**src/rtl/register_bank_mp.sv**
```systemverilog
// Two-read, one-write register bank that sweeps every entry to a known value after reset.
// Optional macro REGFILE_BYPASS_EN forwards a same-cycle write to a matching read port.
//
//   state | meaning
//   ------+---------------------------------------------------------------
//   INIT  | sweeping init_idx over every entry; reads return 0, user writes dropped
//   READY | normal operation; user writes accepted, reads from the array
module register_bank_mp #(
    parameter int DATA_W     = 64,
    parameter int DEPTH      = 32,
    parameter int ADDR_W     = 5,
    parameter int INIT_INDEX = 1,
    parameter int ZERO_REG   = 0
) (
    input  logic              clock,
    input  logic              reset_n,
    input  logic [ADDR_W-1:0] read_register1,
    input  logic [ADDR_W-1:0] read_register2,
    input  logic [ADDR_W-1:0] write_register,
    input  logic [DATA_W-1:0] write_data,
    input  logic              write,
    output logic [DATA_W-1:0] read_data1,
    output logic [DATA_W-1:0] read_data2,
    output logic              busy,
    output logic              write_dropped
);

    typedef enum logic {INIT, READY} state_t;

    state_t              state;
    logic [ADDR_W-1:0]   init_idx;
    logic [DATA_W-1:0]   regs [DEPTH];

    logic                user_wr_valid;
    logic                wr_drop;
    logic                mem_we;
    logic [ADDR_W-1:0]   mem_wa;
    logic [DATA_W-1:0]   mem_wd;

    function automatic logic in_range(input logic [ADDR_W-1:0] a);
        return 32'(a) < 32'(DEPTH);
    endfunction

    function automatic logic is_zero_reg(input logic [ADDR_W-1:0] a);
        return (ZERO_REG != 0) && (a == '0);
    endfunction

    // Writes to a hardwired zero register are ignored, not dropped.
    assign user_wr_valid = write && (state == READY) && in_range(write_register)
                           && !is_zero_reg(write_register);
    assign wr_drop       = write && ((state == INIT) || !in_range(write_register));

    always_comb begin
        mem_we = 1'b0;
        mem_wa = write_register;
        mem_wd = write_data;
        if (state == INIT) begin
            mem_we = reset_n;
            mem_wa = init_idx;
            mem_wd = (INIT_INDEX != 0) ? DATA_W'(init_idx) : '0;
        end else begin
            mem_we = user_wr_valid;
        end
    end

    // The array carries no reset; the INIT sweep defines its contents.
    always_ff @(posedge clock) begin
        if (mem_we) begin
            regs[mem_wa] <= mem_wd;
        end
    end

    always_ff @(posedge clock or negedge reset_n) begin
        if (!reset_n) begin
            state         <= INIT;
            init_idx      <= '0;
            busy          <= 1'b1;
            write_dropped <= 1'b0;
        end else begin
            write_dropped <= wr_drop;
            case (state)
                INIT: begin
                    init_idx <= init_idx + 1'b1;
                    if (init_idx == ADDR_W'(DEPTH - 1)) begin
                        state <= READY;
                        busy  <= 1'b0;
                    end
                end
                READY: begin
                    state <= READY;
                end
                default: begin
                    state <= INIT;
                    busy  <= 1'b1;
                end
            endcase
        end
    end

    function automatic logic [DATA_W-1:0] read_port(input logic [ADDR_W-1:0] a);
        logic [DATA_W-1:0] rd;
        rd = '0;
        if (!busy && in_range(a) && !is_zero_reg(a)) begin
`ifdef REGFILE_BYPASS_EN
            if (user_wr_valid && (write_register == a)) begin
                rd = write_data;
            end else begin
                rd = regs[a];
            end
`else
            rd = regs[a];
`endif
        end
        return rd;
    endfunction

    always_comb begin
        read_data1 = read_port(read_register1);
        read_data2 = read_port(read_register2);
    end

endmodule

```
**config.mk**
```make
export PLATFORM = sky130hd
export DESIGN_NAME = register_bank_mp
export DESIGN_NICKNAME = d
export VERILOG_FILES = /design/src/rtl/register_bank_mp.sv
export SDC_FILE = /design/constraint.sdc
export NUM_CORES = 2
export LEC_CHECK = 0
export ABC_AREA = 0
export CAP_MARGIN = 20
export CORE_ASPECT_RATIO = 1.4
export CORE_MARGIN = 2
export CORE_UTILIZATION = 31
export CTS_BUF_LIST = sky130_fd_sc_hd__clkbuf_8
export DETAILED_ROUTE_END_ITERATION = 8
export PLACE_DENSITY = 0.53
export SLEW_MARGIN = 20
export SYNTH_ARGS = -nofsm -noshare
export SYNTH_HDL_FRONTEND = slang
export SYNTH_SLANG_ARGS = --single-unit
```
**constraint.sdc**
```tcl
create_clock -name clock -period 10.9 [get_ports clock]
set_input_delay 1.635 -clock clock [delete_from_list [all_inputs] [get_ports clock]]
set_output_delay 1.635 -clock clock [all_outputs]
set_load 0.01 [all_outputs]
```
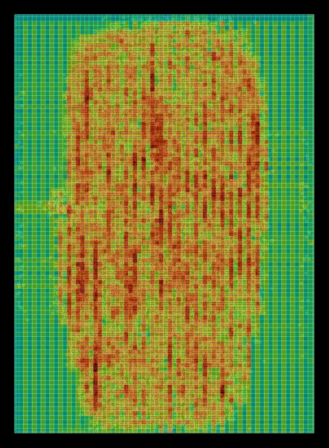
(images/final_congestion.png)
GRT Max-Usage Layer: met2
met3 usage: 3.119%
Avg WL per Cell: 36.07 um
grt met1 use: 26.63%

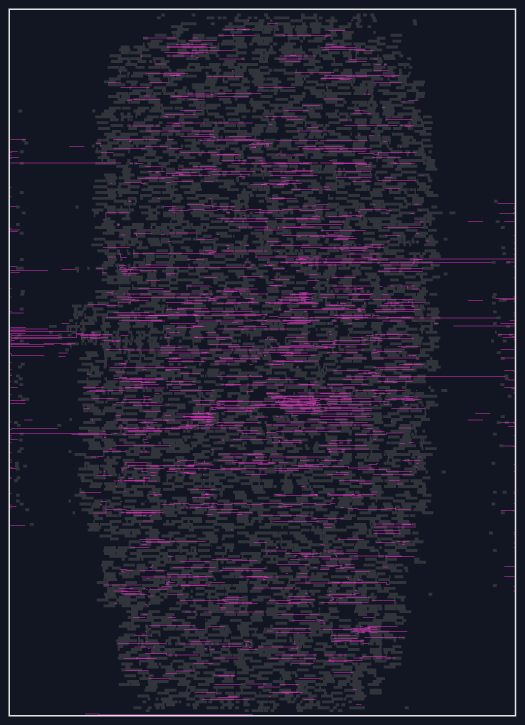
(images/met3.png)
nets with wire on the layer: 572
main direction: horizontal
share of all routed wire: 6.6%

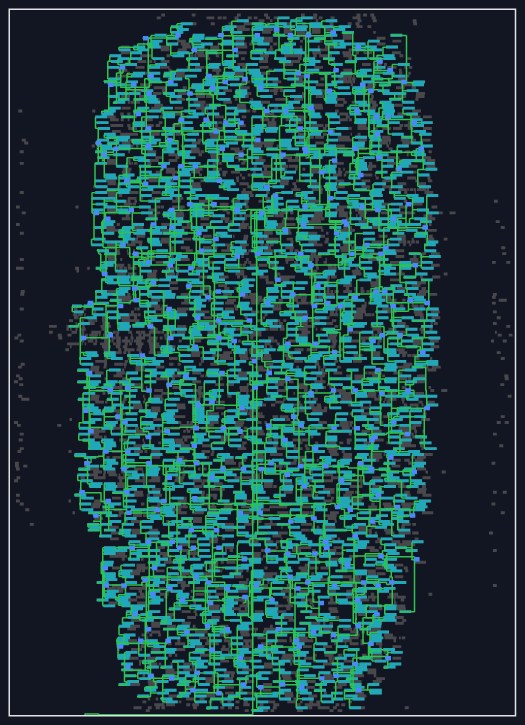
(images/clock_map.png)
[cyan] flip-flops | count: 2056
[blue] cells driving clock nets | count: 317
[green] clock wires | length: 28.0 mm
routed clock nets: 318

metrics by stage:
| stage | cell area [um^2] | utilization, % | hold slack [ps] |
|---|---|---|---|
| after CTS | 107500 | 35.24 | 515.1 |
| final | 107600 | 35.27 | 512.3 |
| after global placement | 101800 | 33.36 | 505.5 |
| after detailed placement | 101900 | 33.39 | 502.9 |
| after global routing | 107600 | 35.27 | 541.6 |
| after floorplan | 94940 | - | 460.8 |
layer usage:
layer | vias to the layer above | track usage, % | routed length (um) | part of all wire (%)
met2 | 2493 | 35.96 | 168000 | 51
met3 | 537 | 3.119 | 21980 | 6.6
met5 | - | 0 | 126 | 0.038
met1 | 30000 | 26.63 | 129200 | 39
li1 | 21010 | - | - | -
met4 | 20 | 7.188 | 11650 | 3.5
layout make-up:
cell class,count,area (um^2),area share (%)
sequential,2056,61710,57.34
inverter,8,30.03,0.02791
antenna,5,12.51,0.01163
clock buffer,330,4542,4.221
timing repair buffer,386,3730,3.466
tap,3993,4996,4.643
clock inverter,214,1106,1.028
multi-input combinational,2185,31490,29.26
state kept, by name (all words and copies together), names as in the netlist:
name,count
busy,1
init_idx,5
regs,2048
state,1
write_dropped,1
power by group through the flow:
| stage | combinational (mW) | sequential (mW) | clock, mW |
|---|---|---|---|
| after floorplan | 0.916 | 8.90 | 0 |
| after global routing | 1.63 | 8.73 | 6.52 |
| final | 1.56 | 8.73 | 6.08 |
| after CTS | 1.58 | 8.73 | 6.22 |
| after global placement | 1.56 | 8.90 | 0 |
| after detailed placement | 1.57 | 8.90 | 0 |
final timing paths:
path / start / end / slack [ps] / cells past startpoint
worst max-delay path: read_register1[4] / read_data1[60] / 3030 / 8
worst min-delay path: init_idx[3] / init_idx[3] / 510 / 1
worst max register to register: state / regs[26][18] / 6260 / 6
worst min register to register: init_idx[3] / init_idx[3] / 510 / 1
max in group asynchronous: reset_n / state / 9550 / 1
min in group asynchronous: reset_n / write_dropped / 1000 / 1
cells in the final DEF (no fill, tap or decap), types with 26 or more instances in the layout:
master / n
mux4_2: 1007
a22oi_1: 127
a221oi_1: 30
buf_4: 152
a211oi_1: 60
clkinv_2: 40
inv_1: 85
clkdlybuf4s50_1: 202
o221ai_1: 48
mux2i_1: 112
mux2_2: 52
nand3_1: 26
edfxtp_1: 2048
a22o_1: 44
clkinv_1: 77
nand2_1: 121
and2_1: 55
o21ai_0: 57
nor2_1: 27
nor2_4: 37
clkbuf_8: 330
o22a_1: 57
o22ai_1: 52
nor2b_1: 64
cell usage after synthesis (all sizes together), types with 11 or more instances:
master,n,area (um^2)
o22a,57,499.2
clkbuf,125,473.0
o221ai,48,420.4
o22ai,52,325.3
nor3,13,65.06
a22oi,127,953.4
nor2b,70,437.9
mux2,52,585.6
o21ai,77,385.4
nor4,18,118.9
nand3,26,130.1
mux4,1007,22680
a221oi,30,262.8
nor2,65,244.0
a21oi,11,55.05
edfxtp,2048,61500
nand2,125,469.2
a2111oi,33,310.3
and2,70,437.9
a22o,44,385.4
mux2i,112,1121
buf,249,1693
a211oi,60,450.4
nand2b,23,143.9
==> flow_metrics.py <==
# Physical implementation metrics
metrics = {
    "synth": {
        "avgSynthCellArea_um2": 20.54,
        "synth_xor_xnor_area_share_pct": 0.02768,
        "ys_top_logic_family": "multiplexers",
        "ys_cells": 4623,
        "yosysWarningCount": 0,
        "ys_seq_elements": 2056,
        "ys_chip_area_um2": 94940,
        "netlist_instances": 4623,
        "netlist_area_um2": 94940,
        "ys_sh_adder_pct": 0.02636,
        "ff_type": "edfxtp_1",
        "ys_types": 61,
        "synth.cellmix.compoundShare_pct": 4.623,
        "simple_gate_share_pct": 2.333,
        "ys_seq_share_pct": 64.99,
        "floorplan.nets": 4707,
        "synth.area.mux_share_pct": 25.69,
        "ys_async_sr_fraction_pct": 0.3891,
        "edf_count": 2048,
    },
    "setup_path": {
        "worstPathCellList": "clkdlybuf4s50_1 -> buf_4 -> nand2b_2 -> buf_4 -> o22a_1 -> o21ai_0 -> a221oi_1 -> clkdlybuf4s50_1",
        "worstPathMaxFanout": 22,
        "required_ps": 9270,
        "crit_type": "in -> out",
        "cp-end-kind": "output port",
        "crit_arrival_ps": 6240,
        "crit_path_start_kind": "primary input",
        "critical_path.slowest_cell": "clkdlybuf4s50_1",
        "cp_num_buf_inv": 4,
        "cp_top_family": "buffers and inverters",
        "critPathMaxStageDelay_ps": 1230,
    },
    "power_and_ir_drop": {
        "p_comb_share_pct": 9.5,
        "total_power_mw": 16.37,
        "ir_drop_mv": 0.08992,
        "powerDensity_nw_per_um2": 152.1,
        "p_leak_nw": 33.11,
        "power.switching_mw": 4.031,
        "p_clk_share_pct": 37.1,
        "cell_internal_pwr_mw": 12.34,
        "switching_share_pct": 24.63,
        "seqPwrFrac_pct": 53.3,
    },
    "routing": {
        "first_pass_iters": 6,
        "post-route-drc-count": 0,
        "vias_per_cell": 5.890,
        "wl_um": 331000,
        "drtIter0Drc": 5950,
        "ant_nets": 0,
        "via_count": 54050,
    },
    "finish": {
        "nets": 5038,
        "n_fill_cell": 28420,
        "final_cells": 9177,
        "areaGrowthSynthToFinish_pct": 13.35,
        "drive_above_1_share_pct": 33.19,
    },
    "floorplanning": {
        "die_area_um2": 310800,
        "die_h_um": 658.8,
        "core_area_um2": 305100,
        "die-width_um": 471.7,
        "initial_core_util_pct": 31.12,
        "row_count": 240,
        "ios": 212,
    },
    "clock_tree": {
        "clkTransAtPathRegs_ps": 60,
        "clk_latency_ps": 960,
        "ctsRootBufferMaster": "clkbuf_8",
        "cts_max_level": 5,
        "cts_setup_buffers": 0,
        "cts.sinks": 2056,
        "clk_path_buf_depth": 4,
        "cts_resized": 0,
        "postCtsHoldBufs": 0,
        "tritoncts": "done",
        "cts_made_buffers": 317,
    },
    "grt": {
        "grt_max_degree": 104,
        "antenna_found_initial": 30,
        "grt_use_total_pct": 20.81,
        "grt_pass1_wl_um": 453600,
        "grt_pass1_vias": 57010,
        "overflow": 0,
    },
    "final_timing": {
        "slew_headroom_pct": 21.28,
        "worst_pin_slew_ps": 1177,
        "maxSlewViolCount": 0,
        "fin_crit_ps": 7870,
        "setup_ws_ps": 3030,
        "timing.final.crit_share_pct": 72.20,
        "fmax_ghz": 0.1271,
        "finalHoldViolCount": 0,
        "skew_ps": 29.42,
        "setup_viol_count_final": 0,
        "rsz0062_at_grt": "false",
        "fin_tns_setup_ps": 0,
    },
    "job": {
        "maxCapViolations": 0,
        "tool_warnings": 30,
    },
    "place": {
        "place_ws_ps": 3092,
        "dp.cells": 8625,
        "dp_hpwl_um": 183900,
        "io_buffers": 211,
        "place_congestion": 0.7778,
    },
    "outcome": {
        "run_status": "completed",
    },
    "worst_hold_path": {
        "hold_path.class": "reg -> reg",
    },
}
Power figures rest on the tool's default switching activity, not on a simulated workload.
